**config.mk**
```make
export PLATFORM = sky130hd
export DESIGN_NAME = spi_arbiter
export DESIGN_NICKNAME = d
export VERILOG_FILES = /design/src/rtl/spi_arbiter.sv
export SDC_FILE = /design/constraint.sdc
export NUM_CORES = 1
export LEC_CHECK = 0
export CAP_MARGIN = 15
export CORE_MARGIN = 1
export CORE_UTILIZATION = 51
export CTS_BUF_LIST = sky130_fd_sc_hd__clkbuf_4
export DETAILED_ROUTE_END_ITERATION = 16
export PLACE_DENSITY = 0.92
export SLEW_MARGIN = 20
export SYNTH_ARGS = -nofsm -noshare
export SYNTH_HDL_FRONTEND = slang
export SYNTH_SLANG_ARGS = --single-unit
```
**constraint.sdc**
```tcl
create_clock -name clk -period 2.5 [get_ports clk]
set_clock_uncertainty 0.1 [all_clocks]
set_input_delay 0.25 -clock clk [delete_from_list [all_inputs] [get_ports clk]]
set_output_delay 0.25 -clock clk [all_outputs]
set_load 0.005 [all_outputs]
```
**src/rtl/spi_arbiter.sv**
```systemverilog
// Round-robin arbiter that shares one spi_master between requesters A and B,
// with a CS-idle gap between transfers and a watchdog on stuck transfers.
module spi_arbiter #(
  parameter int DATA_WIDTH     = 8,
  parameter int TIMEOUT_CYCLES = 4096,
  parameter int GAP_CYCLES     = 4
) (
  input  logic                  clk,
  input  logic                  reset,
  input  logic                  req_a,
  input  logic [DATA_WIDTH-1:0] tx_data_a,
  output logic                  ack_a,
  output logic                  done_a,
  output logic                  err_a,
  output logic [DATA_WIDTH-1:0] rx_data_a,
  input  logic                  req_b,
  input  logic [DATA_WIDTH-1:0] tx_data_b,
  output logic                  ack_b,
  output logic                  done_b,
  output logic                  err_b,
  output logic [DATA_WIDTH-1:0] rx_data_b,
  output logic                  spi_run,
  output logic [DATA_WIDTH-1:0] spi_tx_data,
  input  logic                  spi_tx_done,
  input  logic                  spi_rx_done,
  input  logic [DATA_WIDTH-1:0] spi_rx_data,
  output logic                  busy,
  output logic                  grant_b
);

  localparam int TW = $clog2(TIMEOUT_CYCLES);
  localparam int GW = $clog2(GAP_CYCLES + 1);
  localparam logic [TW-1:0] TMO_LAST = TW'(TIMEOUT_CYCLES - 1);
  localparam logic [GW-1:0] GAP_LAST = GW'(GAP_CYCLES - 1);

  typedef enum logic [1:0] {IDLE, RUN, GAP} state_t;

  state_t                state, state_n;
  logic                  last_owner, last_owner_n;
  logic                  tx_seen, tx_seen_n;
  logic                  rx_seen, rx_seen_n;
  logic [DATA_WIDTH-1:0] rx_cap, rx_cap_n;
  logic [TW-1:0]         tmo_cnt, tmo_cnt_n;
  logic [GW-1:0]         gap_cnt, gap_cnt_n;

  logic                  spi_run_n, grant_b_n, busy_n;
  logic [DATA_WIDTH-1:0] spi_tx_data_n, rx_data_a_n, rx_data_b_n;
  logic                  ack_a_n, ack_b_n, done_a_n, done_b_n, err_a_n, err_b_n;

  logic                  winner, tx_hit, rx_hit, rx_first;
  logic [DATA_WIDTH-1:0] rx_byte;

  always_comb begin
    state_n       = state;
    last_owner_n  = last_owner;
    tx_seen_n     = tx_seen;
    rx_seen_n     = rx_seen;
    rx_cap_n      = rx_cap;
    tmo_cnt_n     = tmo_cnt;
    gap_cnt_n     = gap_cnt;
    spi_run_n     = spi_run;
    grant_b_n     = grant_b;
    spi_tx_data_n = spi_tx_data;
    rx_data_a_n   = rx_data_a;
    rx_data_b_n   = rx_data_b;
    ack_a_n       = 1'b0;
    ack_b_n       = 1'b0;
    done_a_n      = 1'b0;
    done_b_n      = 1'b0;
    err_a_n       = 1'b0;
    err_b_n       = 1'b0;
    winner        = 1'b0;
    tx_hit        = 1'b0;
    rx_hit        = 1'b0;
    rx_first      = 1'b0;
    rx_byte       = rx_cap;

    unique case (state)
      IDLE: begin
        if (req_a || req_b) begin
          // On a tie the requester that did not own the last transfer wins.
          winner        = (req_a && req_b) ? ~last_owner : req_b;
          state_n       = RUN;
          spi_tx_data_n = winner ? tx_data_b : tx_data_a;
          grant_b_n     = winner;
          last_owner_n  = winner;
          ack_a_n       = ~winner;
          ack_b_n       = winner;
          spi_run_n     = 1'b1;
          tmo_cnt_n     = '0;
          tx_seen_n     = 1'b0;
          rx_seen_n     = 1'b0;
        end
      end

      RUN: begin
        tx_hit    = tx_seen | spi_tx_done;
        rx_hit    = rx_seen | spi_rx_done;
        rx_first  = spi_rx_done & ~rx_seen;
        rx_byte   = rx_first ? spi_rx_data : rx_cap;
        tx_seen_n = tx_hit;
        rx_seen_n = rx_hit;
        if (rx_first) rx_cap_n = spi_rx_data;

        // Completion is checked before the watchdog so it wins a same-edge tie.
        if (tx_hit && rx_hit) begin
          state_n   = GAP;
          gap_cnt_n = '0;
          spi_run_n = 1'b0;
          if (grant_b) begin
            done_b_n    = 1'b1;
            rx_data_b_n = rx_byte;
          end else begin
            done_a_n    = 1'b1;
            rx_data_a_n = rx_byte;
          end
        end else if (tmo_cnt == TMO_LAST) begin
          state_n   = GAP;
          gap_cnt_n = '0;
          spi_run_n = 1'b0;
          done_a_n  = ~grant_b;
          err_a_n   = ~grant_b;
          done_b_n  = grant_b;
          err_b_n   = grant_b;
        end else begin
          tmo_cnt_n = tmo_cnt + TW'(1);
        end
      end

      GAP: begin
        if (gap_cnt == GAP_LAST) state_n = IDLE;
        else gap_cnt_n = gap_cnt + GW'(1);
      end

      default: state_n = IDLE;
    endcase

    busy_n = (state_n != IDLE);
  end

  always_ff @(posedge clk or negedge reset) begin
    if (!reset) begin
      state       <= IDLE;
      last_owner  <= 1'b1;
      tx_seen     <= 1'b0;
      rx_seen     <= 1'b0;
      rx_cap      <= '0;
      tmo_cnt     <= '0;
      gap_cnt     <= '0;
      spi_run     <= 1'b0;
      grant_b     <= 1'b0;
      busy        <= 1'b0;
      spi_tx_data <= '0;
      rx_data_a   <= '0;
      rx_data_b   <= '0;
      ack_a       <= 1'b0;
      ack_b       <= 1'b0;
      done_a      <= 1'b0;
      done_b      <= 1'b0;
      err_a       <= 1'b0;
      err_b       <= 1'b0;
    end else begin
      state       <= state_n;
      last_owner  <= last_owner_n;
      tx_seen     <= tx_seen_n;
      rx_seen     <= rx_seen_n;
      rx_cap      <= rx_cap_n;
      tmo_cnt     <= tmo_cnt_n;
      gap_cnt     <= gap_cnt_n;
      spi_run     <= spi_run_n;
      grant_b     <= grant_b_n;
      busy        <= busy_n;
      spi_tx_data <= spi_tx_data_n;
      rx_data_a   <= rx_data_a_n;
      rx_data_b   <= rx_data_b_n;
      ack_a       <= ack_a_n;
      ack_b       <= ack_b_n;
      done_a      <= done_a_n;
      done_b      <= done_b_n;
      err_a       <= err_a_n;
      err_b       <= err_b_n;
    end
  end

endmodule
```
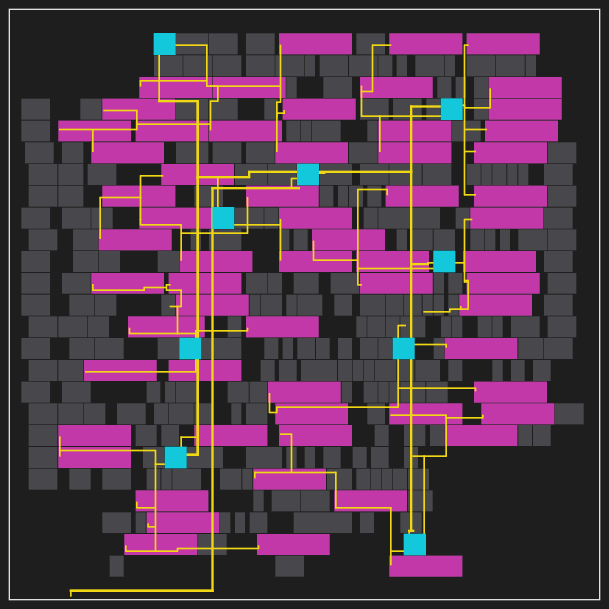
**Above:** clock wires, drivers and flops.
Drawn at 8 px/um.
[cyan] clock drivers | count: 9
[yellow] clock wires | length: 716 um
[magenta] flip-flops | count: 61
flops lie: all over the die
routed clock nets: 10

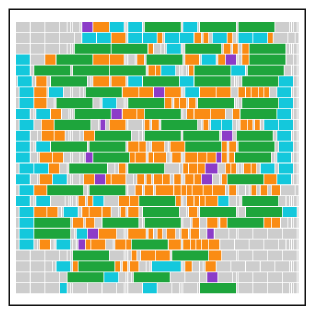
**Above:** cell classes on the final placement.
Drawn at 4 px/um. Fill, decap, tap and diode cells in grey.
| colour | class | cells |
|---|---|---|
| orange | combinational and other logic | 164 |
| cyan | other buffers and delay cells | 69 |
| green | flops | 61 |
| purple | clock drivers and dummy loads | 15 |
end-of-flow core utilization: 71.2%
Seq/total area: 44.5%
core box area: 0.00482 mm^2
Final Instance Area: 0.00343 mm^2

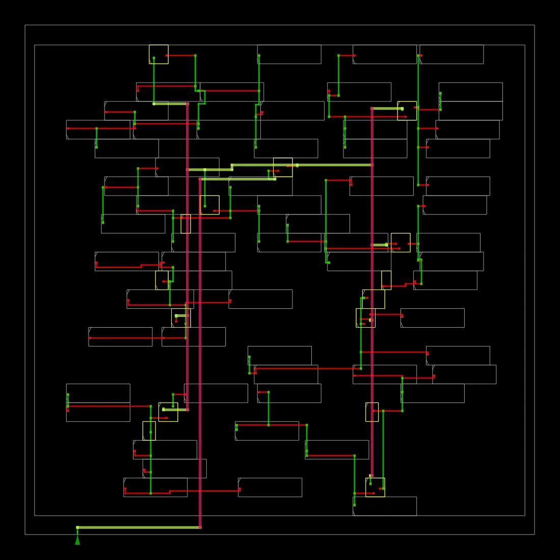
**Above:** clock wiring as the flow saved it.
sink count of the clock tree: 61
number of sequential cells: 61
Clk. pwr: 0.535 mW
tally of clock buffers in the finished layout: 9
number of clock buffers inserted by TritonCTS: 9

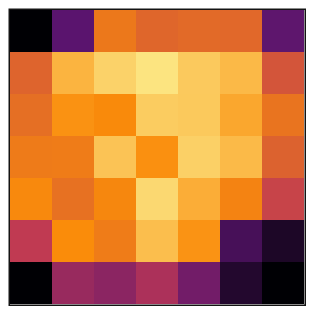
**Above:** local utilization.
Drawn at 4 px/um. 7 x 7 tiles, from black (low) to pale yellow (high), 0 to 100% covered.
tiles over 75% full: 35%
nearly empty tiles: 6.1%
mean over tiles: 62%
Initial Util: 54.3%

[how the worst min path moves through the flow]
stage | to | slack (ns) | cells after the start
floorplan | ack_a$_DFF_PN0_ | -0.15 | 0
global placement | spi_tx_data[0]$_DFFE_PN0P_ | 0.16 | 1
detailed placement | spi_tx_data[0]$_DFFE_PN0P_ | 0.18 | 1
CTS | spi_tx_data[4]$_DFFE_PN0P_ | 0.26 | 2
global route | spi_tx_data[4]$_DFFE_PN0P_ | 0.32 | 2
finish | spi_tx_data[4]$_DFFE_PN0P_ | 0.27 | 2
[registers in the layout (all words and copies together), names as in the netlist, 2 cells and up]
signal,cells
spi_tx_data,8
rx_data_a,8
state,2
rx_data_b,8
rx_cap,8
tmo_cnt,12
gap_cnt,3
==> report_table.html <==
<p>Metrics extracted from the flow reports.</p>
<table>
<tr><th>Metric</th><th>Value</th></tr>
<tr><th colspan="2">Logic synthesis</th></tr>
<tr><td>Cell accounting for the most synthesized area</td><td>dfrtp_1</td></tr>
<tr><td>Cell count in the Yosys report</td><td>roughly 240</td></tr>
<tr><td>Seq share, synth</td><td>58.4%</td></tr>
<tr><td>Cell with the most instances after synthesis</td><td>dfrtp_1</td></tr>
<tr><td>Most common flop cell mapped by yosys</td><td>dfrtp_1</td></tr>
<tr><td>Top cells by area</td><td>dfrtp_1, mux2i_1, nand2_1</td></tr>
<tr><td>Post-synth EDFFs</td><td>0</td></tr>
<tr><td>Compound-cell area share of the yosys netlist</td><td>between 10% and 20%</td></tr>
<tr><td>AND/OR/NAND/NOR Cells, Area Fraction</td><td>around 14%</td></tr>
<tr><td>Count of synthesis-stage warnings from yosys</td><td>0</td></tr>
<tr><td>Cell Type Count</td><td>38</td></tr>
<tr><td>Synthesized instance count</td><td>roughly 240</td></tr>
<tr><td>Post-synthesis average cell area</td><td>~11 um^2</td></tr>
<tr><td>Post-Synthesis Net Count</td><td>between 200 and 300</td></tr>
<tr><td>Fraction of synthesized cell area in xor and xnor cells</td><td>0.335%</td></tr>
<tr><td>Proportion of synthesized area in mux cells</td><td>8.04%</td></tr>
<tr><th colspan="2">Layout</th></tr>
<tr><td>Count of buffers not belonging to the clock network in the layout</td><td>69</td></tr>
<tr><td>Number of nets in the layout</td><td>~340</td></tr>
<tr><td>Relative area of clock buffers and inverters in the final design</td><td>a little under 3%</td></tr>
<tr><td>MI comb area</td><td>between 0.001 and 0.0015 mm^2</td></tr>
<tr><td>Logic share of the area</td><td>between 20 and 30%</td></tr>
<tr><td>Most frequently placed logic cell in the final layout</td><td>clkdlybuf4s50_1</td></tr>
<tr><td>Inverter count of the layout excluding clock inverters</td><td>3</td></tr>
<tr><td>Fraction of layout cells with a size suffix above 1</td><td>approximately a tenth</td></tr>
<tr><td>Post-route insts no fill</td><td>around 380</td></tr>
<tr><td>Antenna Diode Count</td><td>0</td></tr>
<tr><td>P&amp;R area growth vs syn</td><td>31.1%</td></tr>
<tr><td>Sequential standard cell area</td><td>~0.0015 mm^2</td></tr>
<tr><th colspan="2">Worst setup path</th></tr>
<tr><td>Critical path cell sequence</td><td>ha_1, inv_1, or4_1, a21oi_1, or2_2</td></tr>
<tr><td>Worst reg-to-reg setup slack</td><td>around 0.40 ns</td></tr>
<tr><td>Instance count on the critical path</td><td>5</td></tr>
<tr><td>Startpoint class of the critical path</td><td>flip-flop</td></tr>
<tr><td>Maximum net fanout on the critical path</td><td>6</td></tr>
<tr><td>Kind of cell with the highest combined delay on the critical path</td><td>simple AND/OR/NAND/NOR gates</td></tr>
<tr><td>Critical path launch point</td><td>tmo_cnt[0]$_DFFE_PN0P_</td></tr>
<tr><td>Slowest-stage cell, CP</td><td>or4_1</td></tr>
<tr><td>Depth of the worst register-to-register path</td><td>5</td></tr>
<tr><td>Biggest cell delay along the critical path</td><td>~0.62 ns</td></tr>
<tr><td>Critical Path End Type</td><td>flip-flop</td></tr>
<tr><th colspan="2">Routing</th></tr>
<tr><td>Drt first-iter violations</td><td>166</td></tr>
<tr><td>Routed via count</td><td>roughly 2100</td></tr>
<tr><td>Total wire length after detailed routing</td><td>roughly 5600 um</td></tr>
<tr><td>Routed met1 length</td><td>approximately 2500 um</td></tr>
<tr><td>Met2 wire length</td><td>about 2700 um</td></tr>
<tr><td>Vias per std cell</td><td>5.63</td></tr>
<tr><td>Met3 Wirelength</td><td>~240 um</td></tr>
<tr><td>Number of iterations in the first detailed-routing pass</td><td>4</td></tr>
<tr><td>Uppermost signal routing layer after detailed routing</td><td>met4</td></tr>
<tr><th colspan="2">Pwr</th></tr>
<tr><td>Share of total power consumed by net switching</td><td>33.8%</td></tr>
<tr><td>Cell Int Power</td><td>approximately 2.4 mW</td></tr>
<tr><td>Top power group</td><td>sequential cells</td></tr>
<tr><td>Power per cell area</td><td>about 1000 mW/mm^2</td></tr>
<tr><td>Leakage</td><td>between 1.5 and 2 nW</td></tr>
<tr><td>Total power</td><td>between 3 and 4 mW</td></tr>
<tr><th colspan="2">Place</th></tr>
<tr><td>Post-place setup slack</td><td>~0.26 ns</td></tr>
<tr><td>Placed cell count</td><td>between 300 and 400</td></tr>
<tr><td>Placed wire-length estimate</td><td>roughly 4000 um</td></tr>
<tr><td>Placer Congestion</td><td>a little over 0.8</td></tr>
<tr><td>IO Port Bufs</td><td>approximately 62</td></tr>
<tr><td>Placed instance area</td><td>around 0.0033 mm^2</td></tr>
<tr><th colspan="2">STA</th></tr>
<tr><td>Setup repair after global routing missed its margin</td><td>false</td></tr>
<tr><td>Accumulated negative setup slack</td><td>0 ns</td></tr>
<tr><td>Transition time at the pin with the least slew margin</td><td>0.726 ns</td></tr>
<tr><td>Peak clock frequency supported by timing</td><td>0.477 GHz</td></tr>
<tr><td>Final worst-path cycle share</td><td>between 80% and 90%</td></tr>
<tr><td>Finish-stage setup viols</td><td>0</td></tr>
<tr><td>Endpoints failing hold</td><td>0</td></tr>
<tr><th colspan="2">Die</th></tr>
<tr><td>Die Wd</td><td>~74 um</td></tr>
<tr><td>Tap cells</td><td>approximately 67</td></tr>
<tr><td>Boundary pin count</td><td>~63</td></tr>
<tr><td>Row cnt</td><td>25</td></tr>
<tr><th colspan="2">GRT</th></tr>
<tr><td>Pin count of the biggest net entering global routing</td><td>39</td></tr>
<tr><td>GRT met1 Usage</td><td>28.3%</td></tr>
<tr><td>Met2 usage in global routing</td><td>between 30% and 40%</td></tr>
<tr><td>GRT Util Overall</td><td>22.9%</td></tr>
<tr><td>Antenna violations before repair</td><td>0</td></tr>
<tr><td>Met3 layer usage reported by global route</td><td>just under 5%</td></tr>
<tr><td>Wire length of the first global-routing pass</td><td>a little over 9000 um</td></tr>
<tr><th colspan="2">Min path</th></tr>
<tr><td>Classification of the worst-slack hold path</td><td>input port to async pin</td></tr>
<tr><th colspan="2">Job</th></tr>
<tr><td>Stage-log warning count</td><td>26</td></tr>
<tr><th colspan="2">Status</th></tr>
<tr><td>Result of the run</td><td>complete, no violations</td></tr>
<tr><th colspan="2">Clock tree</th></tr>
<tr><td>H-tree lvl count</td><td>3</td></tr>
<tr><td>Later-pin clock latency in the skew report</td><td>around 0.40 ns</td></tr>
<tr><td>Clock root buffer</td><td>clkbuf_4</td></tr>
<tr><td>Post-CTS Setup Bufs</td><td>0</td></tr>
<tr><td>TritonCTS clock tree</td><td>yes</td></tr>
<tr><td>Number of gates resized after CTS</td><td>0</td></tr>
<tr><td>Register clock-pin slew on the reported worst setup and hold paths</td><td>around 0.10 ns</td></tr>
</table>
No activity file was given, so power comes from the tool's default toggle rates.
